**src/rtl/fft_pkg.sv**
```systemverilog
// Shared FFT datapath helpers: width rules for twiddle products and butterfly sums, the
// half-up rounding constant and a generic saturator shared by radix-2 and radix-4 stages.
package fft_pkg;

  // Working width of the saturator; every datapath value is sign-extended to this first.
  localparam int unsigned SatW = 32;

  // Full-precision complex product width: W x TW plus one bit for the add/sub of two products.
  function automatic int unsigned prod_w(input int unsigned w, input int unsigned tw);
    return w + tw + 32'd1;
  endfunction

  // Butterfly sum width: rounded product (W+2) plus one bit of add/sub growth.
  function automatic int unsigned sum_w(input int unsigned w);
    return w + 32'd3;
  endfunction

  // Half an LSB of the Q1.(TW-1) product once it is shifted right by TW-1.
  function automatic int unsigned rnd_const(input int unsigned tw);
    return 32'd1 << (tw - 32'd2);
  endfunction

  // Clip x to the signed range of a w-bit result; the result stays SatW bits wide.
  function automatic logic signed [SatW-1:0] saturate(input logic signed [SatW-1:0] x,
                                                      input int unsigned w);
    logic signed [SatW-1:0] hi;
    logic signed [SatW-1:0] lo;
    hi = $signed((SatW'(1) << (w - 32'd1)) - SatW'(1));
    lo = -hi - 1;
    if (x > hi) begin
      return hi;
    end else if (x < lo) begin
      return lo;
    end
    return x;
  endfunction

endpackage

```
**src/rtl/cmul_reg.sv**
```systemverilog
// Registered complex multiplier: p = a * b at full precision, loaded when en_i is high.
// Ports: clk_i/rst_i (async active-high), en_i load enable, a_*_i data operand (W bits),
// b_*_i twiddle (TW bits), p_*_o registered products (W+TW+1 bits).
module cmul_reg
  import fft_pkg::*;
#(
  parameter int unsigned W  = 8,
  parameter int unsigned TW = 8,
  localparam int unsigned ProdW = prod_w(W, TW)
) (
  input  logic                    clk_i,
  input  logic                    rst_i,
  input  logic                    en_i,
  input  logic signed [W-1:0]     a_r_i,
  input  logic signed [W-1:0]     a_i_i,
  input  logic signed [TW-1:0]    b_r_i,
  input  logic signed [TW-1:0]    b_i_i,
  output logic signed [ProdW-1:0] p_r_o,
  output logic signed [ProdW-1:0] p_i_o
);

  logic signed [ProdW-1:0] ar, ai, br, bi;
  logic signed [ProdW-1:0] p_r_d, p_i_d, p_r_q, p_i_q;

  // Extend before multiplying so the products and their sum are exact at ProdW bits.
  always_comb begin
    ar    = {{(ProdW - W){a_r_i[W-1]}}, a_r_i};
    ai    = {{(ProdW - W){a_i_i[W-1]}}, a_i_i};
    br    = {{(ProdW - TW){b_r_i[TW-1]}}, b_r_i};
    bi    = {{(ProdW - TW){b_i_i[TW-1]}}, b_i_i};
    p_r_d = ar * br - ai * bi;
    p_i_d = ar * bi + ai * br;
  end

  always_ff @(posedge clk_i or posedge rst_i) begin
    if (rst_i) begin
      p_r_q <= '0;
      p_i_q <= '0;
    end else if (en_i) begin
      p_r_q <= p_r_d;
      p_i_q <= p_i_d;
    end
  end

  assign p_r_o = p_r_q;
  assign p_i_o = p_i_q;

endmodule

```
**src/rtl/butterfly_pipe.sv**
```systemverilog
// Three-stage radix-2 DIT butterfly: out_1 = in_1 + W*in_2, out_2 = in_1 - W*in_2.
// S1 complex multiply (cmul_reg), S2 half-up round and add/sub, S3 optional 1/2 scale
// and saturation. Valid/ready handshake with a single global advance; all stages stall
// together. Build option: BUTTERFLY_PIPE_SCALE_EN adds a floor divide-by-2 in S3.
// Ports: clk/rst (async active-high), in_valid/in_ready, in_1_*/in_2_* operands,
// tw_* twiddle (Q1.(TW-1)), out_valid/out_ready, out_1_*/out_2_* results,
// ovf sticky saturation flag with synchronous clear clr_ovf.
module butterfly_pipe
  import fft_pkg::*;
#(
  parameter int unsigned W  = 8,
  parameter int unsigned TW = 8
) (
  input  logic                 clk,
  input  logic                 rst,
  input  logic                 in_valid,
  output logic                 in_ready,
  input  logic signed [W-1:0]  in_1_r,
  input  logic signed [W-1:0]  in_1_i,
  input  logic signed [W-1:0]  in_2_r,
  input  logic signed [W-1:0]  in_2_i,
  input  logic signed [TW-1:0] tw_r,
  input  logic signed [TW-1:0] tw_i,
  output logic                 out_valid,
  input  logic                 out_ready,
  output logic signed [W-1:0]  out_1_r,
  output logic signed [W-1:0]  out_1_i,
  output logic signed [W-1:0]  out_2_r,
  output logic signed [W-1:0]  out_2_i,
  output logic                 ovf,
  input  logic                 clr_ovf
);

  localparam int unsigned ProdW = prod_w(W, TW);
  localparam int unsigned SumW  = sum_w(W);
  localparam logic signed [ProdW-1:0] Rnd = ProdW'(rnd_const(TW));

  logic adv, s1_load, s2_load, s3_load;
  logic s1_valid_q, s2_valid_q, s3_valid_q;
  logic signed [W-1:0]     s1_x1r_q, s1_x1i_q;
  logic signed [ProdW-1:0] s1_pr, s1_pi;
  logic signed [ProdW-1:0] pr_rnd, pi_rnd;
  logic signed [SumW-1:0]  pw_r, pw_i, x1r_ext, x1i_ext;
  logic signed [SumW-1:0]  s2_d [4];
  logic signed [SumW-1:0]  s2_q [4];
  logic signed [SumW-1:0]  sc   [4];
  logic signed [SatW-1:0]  wide [4];
  logic signed [SatW-1:0]  satv [4];
  logic        [3:0]       clip;
  logic signed [W-1:0]     s3_d [4];
  logic signed [W-1:0]     s3_q [4];
  logic ovf_d, ovf_q;

  // Output slot is free or being drained: every stage may shift by one.
  assign adv      = !s3_valid_q || out_ready;
  assign in_ready = adv;
  assign s1_load  = adv && in_valid;
  assign s2_load  = adv && s1_valid_q;
  assign s3_load  = adv && s2_valid_q;

  // ---------------- S1: products and delayed in_1 ----------------
  cmul_reg #(
    .W (W),
    .TW(TW)
  ) u_cmul (
    .clk_i(clk),
    .rst_i(rst),
    .en_i (s1_load),
    .a_r_i(in_2_r),
    .a_i_i(in_2_i),
    .b_r_i(tw_r),
    .b_i_i(tw_i),
    .p_r_o(s1_pr),
    .p_i_o(s1_pi)
  );

  // ---------------- S2: round half-up, add/sub ----------------
  always_comb begin
    pr_rnd  = (s1_pr + Rnd) >>> (TW - 1);
    pi_rnd  = (s1_pi + Rnd) >>> (TW - 1);
    // The rounded product fits W+2 bits, so the low SumW bits are already sign-extended.
    pw_r    = pr_rnd[SumW-1:0];
    pw_i    = pi_rnd[SumW-1:0];
    x1r_ext = {{(SumW - W){s1_x1r_q[W-1]}}, s1_x1r_q};
    x1i_ext = {{(SumW - W){s1_x1i_q[W-1]}}, s1_x1i_q};
    s2_d[0] = x1r_ext + pw_r;
    s2_d[1] = x1i_ext + pw_i;
    s2_d[2] = x1r_ext - pw_r;
    s2_d[3] = x1i_ext - pw_i;
  end

  // ---------------- S3: optional scale, saturate ----------------
  always_comb begin
    clip = '0;
    for (int k = 0; k < 4; k++) begin
`ifdef BUTTERFLY_PIPE_SCALE_EN
      sc[k] = s2_q[k] >>> 1;
`else
      sc[k] = s2_q[k];
`endif
      wide[k] = {{(SatW - SumW){sc[k][SumW-1]}}, sc[k]};
      satv[k] = saturate(wide[k], W);
      clip[k] = (satv[k] != wide[k]);
      s3_d[k] = satv[k][W-1:0];
    end
  end

  // A new saturation event takes priority over a clear in the same cycle.
  always_comb begin
    ovf_d = ovf_q;
    if (clr_ovf) ovf_d = 1'b0;
    if (s3_load && (|clip)) ovf_d = 1'b1;
  end

  always_ff @(posedge clk or posedge rst) begin
    if (rst) begin
      s1_valid_q <= 1'b0;
      s2_valid_q <= 1'b0;
      s3_valid_q <= 1'b0;
      s1_x1r_q   <= '0;
      s1_x1i_q   <= '0;
      ovf_q      <= 1'b0;
      for (int k = 0; k < 4; k++) begin
        s2_q[k] <= '0;
        s3_q[k] <= '0;
      end
    end else begin
      ovf_q <= ovf_d;
      if (adv) begin
        s1_valid_q <= in_valid;
        s2_valid_q <= s1_valid_q;
        s3_valid_q <= s2_valid_q;
      end
      if (s1_load) begin
        s1_x1r_q <= in_1_r;
        s1_x1i_q <= in_1_i;
      end
      for (int k = 0; k < 4; k++) begin
        if (s2_load) s2_q[k] <= s2_d[k];
        if (s3_load) s3_q[k] <= s3_d[k];
      end
    end
  end

  assign out_valid = s3_valid_q;
  assign out_1_r   = s3_q[0];
  assign out_1_i   = s3_q[1];
  assign out_2_r   = s3_q[2];
  assign out_2_i   = s3_q[3];
  assign ovf       = ovf_q;

  // Discarded high bits are redundant sign copies.
  logic unused_bits;
  assign unused_bits = ^{pr_rnd[ProdW-1:SumW], pi_rnd[ProdW-1:SumW],
                         satv[0][SatW-1:W], satv[1][SatW-1:W],
                         satv[2][SatW-1:W], satv[3][SatW-1:W]};

endmodule

```
**config.mk**
```make
export PLATFORM = sky130hd
export DESIGN_NAME = butterfly_pipe
export DESIGN_NICKNAME = d
export VERILOG_FILES = /design/src/rtl/fft_pkg.sv /design/src/rtl/cmul_reg.sv /design/src/rtl/butterfly_pipe.sv
export SDC_FILE = /design/constraint.sdc
export NUM_CORES = 1
export LEC_CHECK = 0
export ABC_AREA = 1
export CAP_MARGIN = 10
export CELL_PAD_IN_SITES_DETAIL_PLACEMENT = 1
export CELL_PAD_IN_SITES_GLOBAL_PLACEMENT = 2
export CORE_MARGIN = 5
export CORE_UTILIZATION = 35
export DETAILED_ROUTE_END_ITERATION = 12
export PLACE_DENSITY = 0.74
export SLEW_MARGIN = 25
export SYNTH_ARGS = -nofsm -noshare
export SYNTH_HDL_FRONTEND = slang
export SYNTH_HIERARCHICAL = 1
export SYNTH_SLANG_ARGS = --single-unit
```
**constraint.sdc**
```tcl
create_clock -name clk -period 3.9 [get_ports clk]
set_input_delay 0.585 -clock clk [delete_from_list [all_inputs] [get_ports clk]]
set_output_delay 0.585 -clock clk [all_outputs]
set_load 0.005 [all_outputs]
```
### Signal wires on met1, run 1

Bar = 50 um.
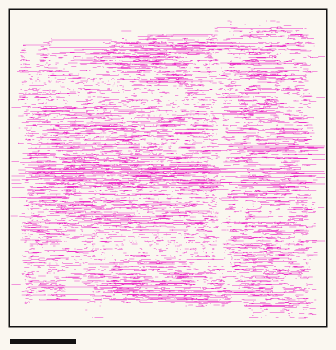
- longest straight run: 72.2 um
- main direction: horizontal
- share of all routed wire: 44%
- wire length on this layer: 24.8 mm
- nets with wire on the layer: 2,940

### Clock nets, run 1

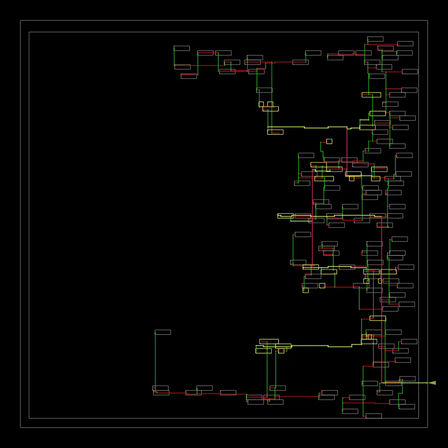
clk_buf instances: 18
Latency at later pin: 0.43 ns
num sequential: 116
Clock Sinks: 116

==> run summary, run 1 <==
Status of the implementation.

- The number of cells on the critical path is 24, for reference.
- The mapped cell area is 18,200 um^2, for reference.
- The per-cell via count in the routed design is 4.67, for reference.
- The number of input and output port buffers inserted is between 80 and 90, for reference.
- The type of the worst setup path is in -> reg, for reference.
- The first-pass detailed-route iteration total is 5, for reference.
- For flop-to-flop paths, the worst setup slack is between 1 and 1.5 ns.
- The met2 wirelength from detailed routing is 28,700 um, for reference.
- The number of buffers inserted during clock tree synthesis is 17, for reference.
- The critical path arrival is ~5.4 ns, for reference.
- The stage delay of the slowest cell on the critical path is 0.57 ns, for reference.
- The count of nets after finishing is ~3,200, for reference.
- The total nets after synthesis is approximately 2,900, for reference.
- The detail-routed net length per standard cell is around 17 um, for reference.
- The via total after detailed routing is roughly 16,000, for reference.
- The worst hold path begins at out_2_i[7]$_DFFE_PP0P_.
- The synthesized netlist handed to floorplanning was reported with a cell count of between 2,000 and 2,500.
- By area, the class that comes first in the final layout consists of logic gates.
- In this run the count of I/O pins placed on the die edge is just under 90.
- Once placement completed, the tool counted placed cells totaling approximately 3,200.
- The combined buffer and inverter count along the critical path is 8, for reference.
- The maximum fanout count along the critical path is 5, for reference.
- The post-layout worst setup margin is -1.20 ns, for reference.
- The clock tree buffer depth is 2, for reference.
- The die covers around 57,000 um^2.
- The flow ran to the end, but the final reports show violations.
- For the worst setup path, the data required time is 4.23 ns.
- The end-of-flow timing check tallies setup violations at 22.
- The startpoint of the most critical register-to-register path is u_cmul/p_r_o[6]$_DFFE_PP0P_, for reference.
- The total number of multi-input combinational cells is 1,575, for reference.
- The final reports fail on setup timing.
- The TritonCTS clock tree is yes, for reference.
- The global routing stage identified its most utilized layer as met2.
- The combinational fraction of the cell area is between 50% and 60%, for reference.
- The first-pass GRT wire length is between 90,000 and 100,000 um, for reference.
- In the routed design, unresolved DRC markers number 0.
- Post-route period utilization is reported as 131%.
- The final antenna diode tally reported by the flow is 1.
- In the final layout, the multi-input gates occupy about 14,000 um^2.
- The number of cells on the worst hold path is 2, for reference.
- The first routing iteration left 672 violations.
- The largest net degree at the start of global routing is 60, for reference.
- The portion of the layout cell area used by clock cells is 2.53%, for reference.
- The global-route usage over all layers is 20.0%, for reference.
- After floorplanning, the core was divided into a little over 80 placement rows.
- The core region area is just over 50,000 um^2, for reference.
- The routed length on met3 is between 1500 and 2000 um, for reference.
- The library cell used most frequently in the layout, excluding fill and tap cells, is sky130_fd_sc_hd__nand2_1.
- The beginning of the critical path is in_2_r[3], for reference.
- met1 track demand over resource after global routing is 26.3%.
- The cell at the root of the clock tree is sky130_fd_sc_hd__clkbuf_16, for reference.
- The smallest clock period supported by the final layout is computed as 5.10 ns.
- Non-clock buffers make up approximately 15% of the layout cell area.
- The tally of yosys warning messages is 6, for reference.
- The initial antenna violation count came to 2.
- The non-clock inverter instance count of the final layout is 599, for reference.
- The sequential share of cell area is about an eighth, for reference.
- In the per-layer summary, the met1 wirelength comes to roughly 25,000 um.
- The clock transition at the registers of the reported paths is ~0.070 ns, for reference.
- The number of global-route vias before repair was between 15,000 and 20,000.
- Clock skew on the completed layout was measured at ~0.018 ns.
- Looking at the reg2reg group, the worst path ends at s2_q[19]$_DFFE_PP0P_.
- The sequential cell area is 2900 um^2, for reference.
- Setup repair after global routing could not meet its margin everywhere.
- The termination of the worst setup path is u_cmul/p_i_o[15]$_DFFE_PP0P_, for reference.
### Sequential cells grouped by signal name, run 1

Bar = 50 um. Other sequential cells in the stronger gray, the rest of the logic in the fainter gray.
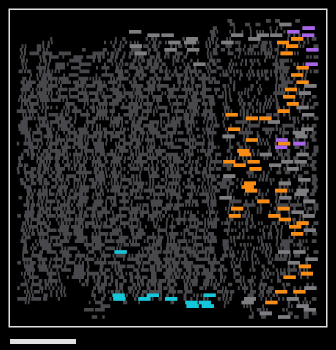
- orange: s2_q (sequential cells 42; where a vertical strip on the right)
- purple: out_1_i (sequential cells 8; where upper right)
- cyan: u_cmul/p_r_o (sequential cells 11; where bottom center)
- not colored: 55

-- run 1: state kept, by name, indices dropped and copies added (netlist names) --
signal / count
out_valid: 1
ovf: 1
u_cmul/p_r_o: 11
u_cmul/p_i_o: 11
s2_q: 42
s2_valid_q: 1
out_2_r: 8
s1_x1r_q: 8
out_2_i: 8
out_1_i: 8
s1_x1i_q: 8
s1_valid_q: 1
out_1_r: 8
-- run 1: worst min-delay path: cells and delay by family (launching register included) --
family | cells | cell delay (ns)
simple gates | 2 | 0.11
flops | 1 | 0.34
### Pin placement, run 1

Bar = 50 um. Pins as bars across the die edge, other pins in gray.
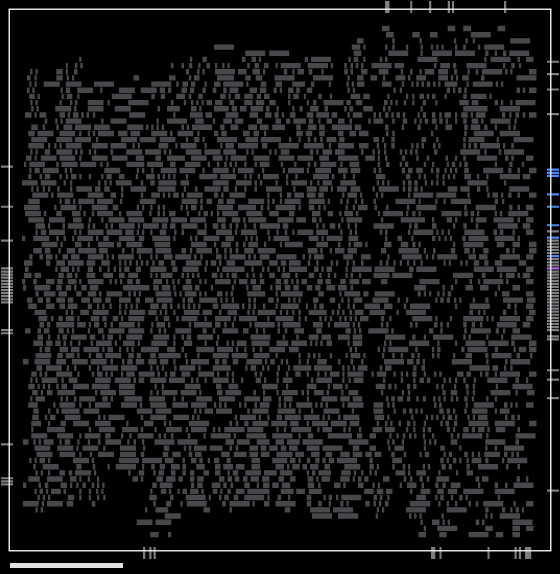

==> run 2, diff against run 1 <==
Settings changed: ABC_CLOCK_PERIOD_IN_PS set to 3900, CORE_MARGIN 5 to 2.
### Pin placement, run 2

Bar = 50 um. Pins as bars across the die edge, other pins in gray.
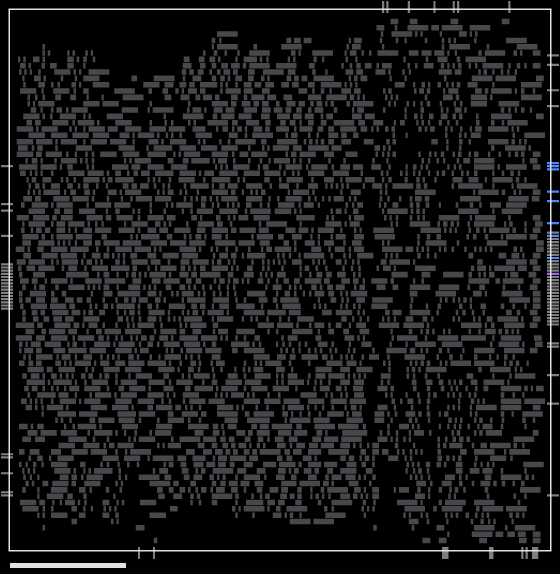
- purple: in_ready (pins 1; direction output; edge right)
- blue: out_2_i (pins 8; direction output; edge right)
- all pins by edge: 45 right, 24 left, 12 bottom, 7 top
Horiz. Die Dim: 232 um
number of buffers added on ports: 87
vertical die dimension: 232 um

### Sequential cells grouped by signal name, run 2

Bar = 50 um. Other sequential cells in the stronger gray, the rest of the logic in the fainter gray.
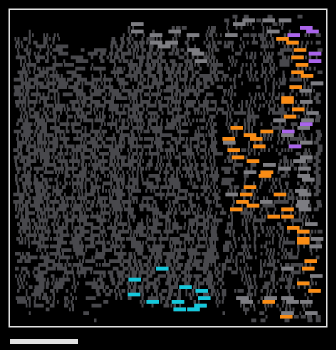
- orange: s2_q (sequential cells 42; where a vertical strip on the right)
- purple: out_1_i (sequential cells 8; where upper right)
- cyan: u_cmul/p_r_o (sequential cells 11; where bottom center)
storage element area: 2900 um^2
utilization after layout: 47.9%

==> run summary, run 2 <==
Status of the implementation.

- The source of the worst hold timing path is s2_q[23]$_DFFE_PP0P_, for reference.
- The first global-routing pass estimated ~92,000 um of wire.
- The synthesized netlist cell count is 2,379, for reference.
- Looking at the reg2reg group, the worst path starts from u_cmul/p_r_o[6]$_DFFE_PP0P_.
- The core region is roughly 50,000 um^2.
- More flip-flops sit in one register than any other, and that register is s2_q.
- The finished cells cover 24,600 um^2.
- The detail-routed net length per standard cell is about 17 um, for reference.
- Per the post-CTS timing run, clock transition at the registers of the reported paths is ~0.060 ns.
- The cell area after placement is around 22,000 um^2, for reference.
- The first detailed-routing pass ran for 5 iterations.
- For this run, the final setup violation count is recorded as 22.
- The run finished, with violations left.
- CTS placed an instance of sky130_fd_sc_hd__clkbuf_16 at the clock tree root.
- Setup repair after global routing could not meet its margin everywhere.
- The termination of the worst setup path is u_cmul/p_i_o[15]$_DFFE_PP0P_, for reference.
- The critical path in the final layout is reported with a setup slack of -1.20 ns.
- The top-level port count is 88, for reference.
- The routing usage on met1 is 28.4%, for reference.
- The number of cells on the worst hold path is 2, for reference.
- The via total after detailed routing is 15,800, for reference.
- In the post-route report, total wirelength is listed as ~57,000 um.
- The multi-input gate area in the final layout is 14,200 um^2, for reference.
- As reported, the later end of the worst-skew pair has a clock insertion delay of 0.44 ns.
- Entering global routing, the biggest net connects around 65 pins.
- The TritonCTS clock tree is yes, for reference.
- No sink is reached through more buffers than the 2 on the longest clock path.
- Global routing used 21.7% of the available tracks.
- The register with the most flip-flops in the layout has between 40 and 50 of them.
- After floorplanning, the core was divided into just over 80 placement rows.
- The met2 wirelength from detailed routing is between 20,000 and 30,000 um, for reference.
- The initial antenna violation count is 0.
- The largest individual stage delay along the critical path comes from the cell sky130_fd_sc_hd__fa_2.
- The floorplan step defined a die boundary enclosing around 54,000 um^2.
- Looking at the setup timing report, the critical path kind is in -> reg.
- The most frequent standard cell in the layout excluding fill and tap cells is sky130_fd_sc_hd__nand2_1, for reference.
- The count of inserted antenna diode cells is 0, for reference.
- The number of global-route vias before repair is roughly 18,000.
- The setup slack on the worst flop-to-flop path is 1.07 ns, for reference.
- The reg-to-reg critical path endpoint is s2_q[42]$_DFFE_PP0P_, for reference.
- The number of nets handed over by synthesis was approximately 2,900.
- The mapped cell area is between 15,000 and 20,000 um^2, for reference.
- The number of cells on the critical path is 25, for reference.
- The first routing iteration left around 500 violations.
- The stage delay of the slowest cell on the critical path is between 0.6 and 0.7 ns, for reference.
- The tally of yosys warning messages is 6, for reference.
- STA puts the critical path data arrival time at roughly 5.4 ns.
- The detailed router put a total of between 20,000 and 30,000 um of wire on met1.
- The post-route fraction of the period consumed by the critical path is 131%, for reference.
- The number of maximum-capacitance violations recorded for the run is 0.
- The count of nets after finishing is ~3,200, for reference.
- OpenSTA lists the critical path startpoint as in_2_r[7].
- After detailed routing, the number of vias per cell comes to roughly 4.7.
- The clock skew is approximately 0.016 ns, for reference.
- The routed design uses about 1100 um of met3 wire.
- The data required time reported for the critical path is around 4.2 ns.
- Note, the detailed placer reported a final HPWL of 44,400 um.
- The report shows a maximum critical-path fanout of 6.
- CTS added clock buffers totalling 17.
- The most utilized layer in the global route result is met2, for reference.
- For this run, design rule violations remaining after detail routing come to 0.
- The final reports fail on setup timing.
## run 2: area by class of cell
type	count	area share (%)
clock buffers	20	1.86
clock inverters	12	0.620
inverters	599	9.30
multi-input cells	1575	57.7
flip-flops and latches	116	11.8
well taps	680	3.46
repair buffers	384	15.2
repair inverters	1	0.0305
## run 2: metrics by stage
| stage | cells | utilization [%] | setup TNS (ns) |
|---|---|---|---|
| CTS | 3360 | 46.4 | -23.72 |
| global placement | 3249 | 42.1 | -42.01 |
| floorplan | 2379 | - | -23.96 |
| global route | 3387 | 47.9 | -25.85 |
| finish | 3387 | 47.9 | -22.72 |
| detailed placement | 3249 | 42.1 | -43.37 |
